[src/rtl/color_sensor_emulator_pkg.sv]
// Shared color/filter codes, FSM state encoding and the filter match rule
// for the color-sensor emulator.
package color_sensor_emulator_pkg;

    localparam logic [1:0] RED    = 2'd0;
    localparam logic [1:0] GREEN  = 2'd1;
    localparam logic [1:0] BLUE   = 2'd2;
    localparam logic [1:0] YELLOW = 2'd3;

    // Filter codes are the raw S2,S3 pin pair, not the color encoding.
    localparam logic [1:0] F_RED   = 2'b00;
    localparam logic [1:0] F_BLUE  = 2'b01;
    localparam logic [1:0] F_CLEAR = 2'b10;
    localparam logic [1:0] F_GREEN = 2'b11;

    typedef enum logic [1:0] {
        IDLE     = 2'd0,
        SETTLE   = 2'd1,
        RUN_HIGH = 2'd2,
        RUN_LOW  = 2'd3
    } state_t;

    // Yellow reflects both red and green light, so it reads strong on either filter.
    function automatic logic symbol_matches(input logic [1:0] symbol, input logic [1:0] filter);
        logic match;
        case (filter)
            F_RED:   match = (symbol == RED) || (symbol == YELLOW);
            F_GREEN: match = (symbol == GREEN) || (symbol == YELLOW);
            F_BLUE:  match = (symbol == BLUE);
            default: match = 1'b0;
        endcase
        return match;
    endfunction

endpackage

[src/rtl/color_sensor_emulator_symbol_table.sv]
// 16-entry table of programmed color symbols: synchronous write,
// combinational read, cleared to red on reset.
module color_sensor_emulator_symbol_table
    import color_sensor_emulator_pkg::*;
(
    input  logic       clk,
    input  logic       reset,
    input  logic       write_en,
    input  logic [3:0] write_index,
    input  logic [1:0] write_color,
    input  logic [3:0] read_index,
    output logic [1:0] read_color
);

    logic [1:0] mem [16];

    always_ff @(posedge clk) begin
        if (reset) begin
            for (int i = 0; i < 16; i++) begin
                mem[i] <= RED;
            end
        end else if (write_en) begin
            mem[write_index] <= write_color;
        end
    end

    assign read_color = mem[read_index];

endmodule

[src/rtl/color_sensor_emulator.sv]
// Emulates a color-sensor bank: square wave whose half-period encodes how
// strongly the selected sensor's symbol responds to the selected filter.
module color_sensor_emulator
    import color_sensor_emulator_pkg::*;
#(
    parameter int STRONG_HALF   = 10,
    parameter int WEAK_HALF     = 40,
    parameter int CLEAR_HALF    = 8,
    parameter int SETTLE_CYCLES = 16,
    parameter int HW            = 8
) (
    input  logic       clk,
    input  logic       reset,
    input  logic       enable,
    input  logic [3:0] sensorSelect,
    input  logic [1:0] colorSelect,
    input  logic       loadValid,
    input  logic [3:0] loadIndex,
    input  logic [1:0] loadColor,
    output logic       frequency,
    output logic       running
);

    localparam logic [HW-1:0] SETTLE_LOAD = HW'(SETTLE_CYCLES - 1);

    state_t        state, state_next;
    logic [HW-1:0] count, count_next;
    logic [5:0]    sel_q;
    logic          sel_changed;
    logic [1:0]    symbol;

    color_sensor_emulator_symbol_table u_table (
        .clk         (clk),
        .reset       (reset),
        .write_en    (loadValid),
        .write_index (loadIndex),
        .write_color (loadColor),
        .read_index  (sensorSelect),
        .read_color  (symbol)
    );

    assign sel_changed = ({sensorSelect, colorSelect} != sel_q);

    // Returns H-1 so the counter can be loaded directly; H of 0 is promoted to 1.
    function automatic logic [HW-1:0] half_load(input logic [1:0] sym, input logic [1:0] filt);
        logic [HW-1:0] h;
        if (filt == F_CLEAR) begin
            h = HW'(CLEAR_HALF);
        end else if (symbol_matches(sym, filt)) begin
            h = HW'(STRONG_HALF);
        end else begin
            h = HW'(WEAK_HALF);
        end
        if (h == '0) begin
            h = HW'(1);
        end
        return h - HW'(1);
    endfunction

    always_comb begin
        state_next = state;
        count_next = count;
        if (!enable) begin
            state_next = IDLE;
            count_next = '0;
        end else if (state == IDLE) begin
            state_next = SETTLE;
            count_next = SETTLE_LOAD;
        end else if (sel_changed) begin
            state_next = SETTLE;
            count_next = SETTLE_LOAD;
        end else if (count == '0) begin
            // Half length is sampled only here, so a table load never stretches a half already in progress.
            state_next = (state == RUN_HIGH) ? RUN_LOW : RUN_HIGH;
            count_next = half_load(symbol, colorSelect);
        end else begin
            count_next = count - HW'(1);
        end
    end

    always_ff @(posedge clk) begin
        if (reset) begin
            state     <= IDLE;
            count     <= '0;
            sel_q     <= '0;
            frequency <= 1'b0;
            running   <= 1'b0;
        end else begin
            state     <= state_next;
            count     <= count_next;
            sel_q     <= {sensorSelect, colorSelect};
            frequency <= (state_next == RUN_HIGH);
            running   <= (state_next == RUN_HIGH) || (state_next == RUN_LOW);
        end
    end

endmodule
[config.mk]
export PLATFORM = sky130hd
export DESIGN_NAME = color_sensor_emulator
export DESIGN_NICKNAME = d
export VERILOG_FILES = /design/src/rtl/color_sensor_emulator_pkg.sv /design/src/rtl/color_sensor_emulator_symbol_table.sv /design/src/rtl/color_sensor_emulator.sv
export SDC_FILE = /design/constraint.sdc
export NUM_CORES = 1
export LEC_CHECK = 0
export CAP_MARGIN = 20
export CORE_MARGIN = 5
export CORE_UTILIZATION = 30
export CTS_BUF_LIST = sky130_fd_sc_hd__clkbuf_2 sky130_fd_sc_hd__clkbuf_4 sky130_fd_sc_hd__clkbuf_8
export CTS_CLUSTER_SIZE = 20
export DETAILED_ROUTE_END_ITERATION = 16
export SLEW_MARGIN = 20
export SYNTH_ARGS = -nofsm -noshare
export SYNTH_HDL_FRONTEND = slang
export SYNTH_SLANG_ARGS = --single-unit
[constraint.sdc]
create_clock -name clk -period 2.97 [get_ports clk]
set_clock_uncertainty 0.15 [all_clocks]
set_input_delay 0.891 -clock clk [delete_from_list [all_inputs] [get_ports clk]]
set_output_delay 0.891 -clock clk [all_outputs]
set_load 0.1 [all_outputs]
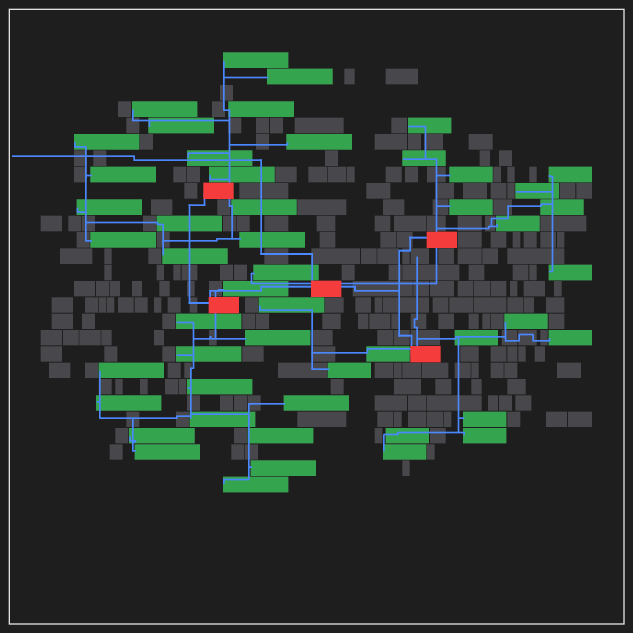
(clock wires, drivers and flops)
Drawn at 6 px/µm.
[flip-flops] green | count: 50
[clock-net drivers] red | count: 5
[clock wires] blue | length: 648 µm
routed clock nets: 6
power share of the clock group: 0.275
clk pwr: 0.408 mW
clk latency late pin: 310 ps

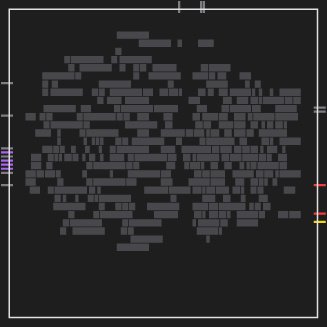
(I/O pins on the die edge)
Drawn at 3 px/µm. Pins as bars across the die edge, other pins in gray.
[`colorSelect`] red | pins: 2 | direction: input | edge: right
[`enable`] yellow | pins: 1 | direction: input | edge: right
[`loadIndex`] purple | pins: 4 | direction: input | edge: left
all pins by edge: 10 left, 5 right, 3 top
Chip Height: 102 µm
PortBufs: 17
width of the chip: 102 µm

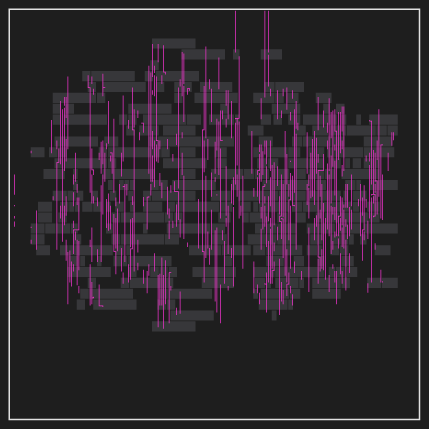
(M2 wires)
Drawn at 4 px/µm.
share of all routed wire: 51%
main direction: vertical
longest straight run: 36.0 µm
nets with wire on the layer: 252
wire length on this layer: 2,740 µm
Final Routed Wirelength: 5340 µm
grt met2 use: 0.204

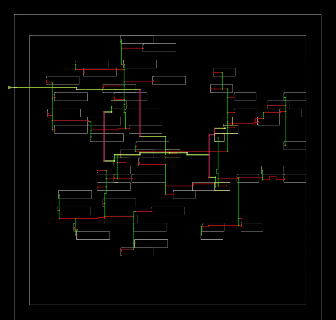
(clock wiring as the flow saved it)
TritonCTS Sinks: 50
FFs & Latches: 50
clkbuf count: 5
CTS Buf Count: 5

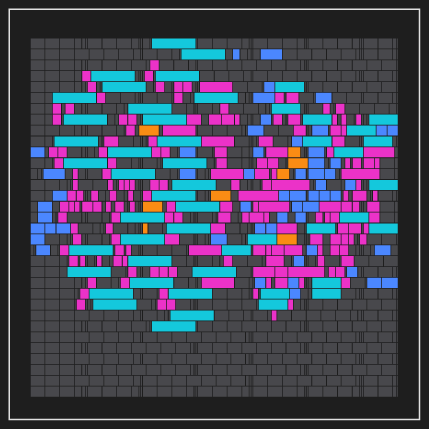
(placed cells, one color a class)
Drawn at 4 px/µm. Fill, decap, tap and diode cells in gray.
[registers] cyan | cells: 50 | share of their area: 41%
[clock drivers and dummy loads] orange | cells: 8 | share of their area: 2.8%
[remaining buffers and delay cells] blue | cells: 55 | share of their area: 16%
[remaining logic cells] magenta | cells: 171 | share of their area: 40%
cell area after layout: 3340 µm²
Core Area: 8260 µm²
fin util: 0.405

==> worst max path at each step <==
stage	slack (ps)	from	end	cells after the start
after floorplan	-110	sensorSelect[0]	count[6]	10
after global placement	-740	sensorSelect[0]	count[6]	11
after detailed placement	-800	sensorSelect[0]	count[6]	11
after CTS	-20	sensorSelect[0]	count[6]	11
after global routing	-100	sensorSelect[2]	count[6]	12
final	9	sensorSelect[2]	count[6]	12
==> layer usage <==
layer / wire, µm / vias up / share of wire
met5: 0 / - / 0
met4: 50 / 0 / 0.0094
met3: 171 / 7 / 0.032
met2: 2740 / 21 / 0.51
met1: 2380 / 845 / 0.45
li1: - / 917 / -
==> area by class of cell <==
class / instances / area (µm²)
Tap cell: 105 / 131
Inverter: 6 / 22.5
Fill cell: 801 / 4910
Sequential cell: 50 / 1320
Multi-Input combinational cell: 165 / 1270
Timing Repair Buffer: 55 / 504
Clock buffer: 5 / 68.8
Clock inverter: 3 / 21.3
==> registers in the layout, indices dropped and copies added, names as in the netlist <==
| register | cells |
|---|---|
| u_table.mem | 32 |
| count | 8 |
| sel_q | 6 |
| state | 2 |
| frequency | 1 |
| running | 1 |
==> what timing repair did <==
| action | 4_1_cts | 5_1_grt |
|---|---|---|
| setup buffers | 19 | 1 |
| pin swaps | 13 | 13 |
| endpoints found under the setup margin | 5 | 6 |
| gates resized | 39 | 17 |
==> where the power goes <==
part | leakage (nW) | switching [mW] | internal, mW
Combinational | 0.772 | 0.124 | 0.167
Clock | 0.0458 | 0.241 | 0.166
Sequential | 0.453 | 0.0143 | 0.771
==> tightest hold or removal path: cells and delay by family, from the launching register on <==
kind	cells	cell delay, ps
flops	1	360
simple gates	1	40
compound gates	1	80
==> results.sh <==
# yosys + openroad results
export IMPL_synth_cell_types=42
export IMPL_critPathBufInv=2
export IMPL_critPathArrivalTime_ps=3010
export IMPL_simple_gate_area_frac=0.260
export IMPL_yosysTopAreaCell="edfxtp_1"
export IMPL_power_density_nw_per_um2=444
export IMPL_max_stage_delay_ps=410
export IMPL_cts_tree="built"
export IMPL_common_cells="and2_1, edfxtp_1, nor2_1"
export IMPL_initial_utilization=0.309
export IMPL_io_pins=18
export IMPL_post_dp_cell_area_um2=3010
export IMPL_grt_max_degree=24
export IMPL_hp_class="reg2reg"
export IMPL_post_place_ws_ps=-802
export IMPL_antenna_found_initial=0
export IMPL_drtPass1Iterations=4
export IMPL_cts_root_buf="clkbuf_8"
export IMPL_xor_share=0.0343
export IMPL_synth_nets=249
export IMPL_fa_ha_area_frac=0.0196
export IMPL_hold_buffers=0
export IMPL_dp_hpwl_um=3760
export IMPL_cts_max_level=2
export IMPL_finalClockPeriodUsage=0.997
export IMPL_synth_avg_cell_area_um2=11.1
export IMPL_n_antenna_cell=0
export IMPL_gp_congestion=0.807
export IMPL_vias=1790
export IMPL_totalPowerFinal_mw=1.48
export IMPL_crit_fanout=5
export IMPL_status="finished, final reports clean"
export IMPL_drv_slew=0
export IMPL_dp_cells=366
export IMPL_crit_path_end_kind="register"
export IMPL_grt_pass1_vias=1947
export IMPL_grtUsageTotal=0.113
export IMPL_drt_iter0_markers=31
export IMPL_synth_cells=229
export IMPL_drc=0
Power figures rest on the tool's default switching activity, not on a simulated workload.
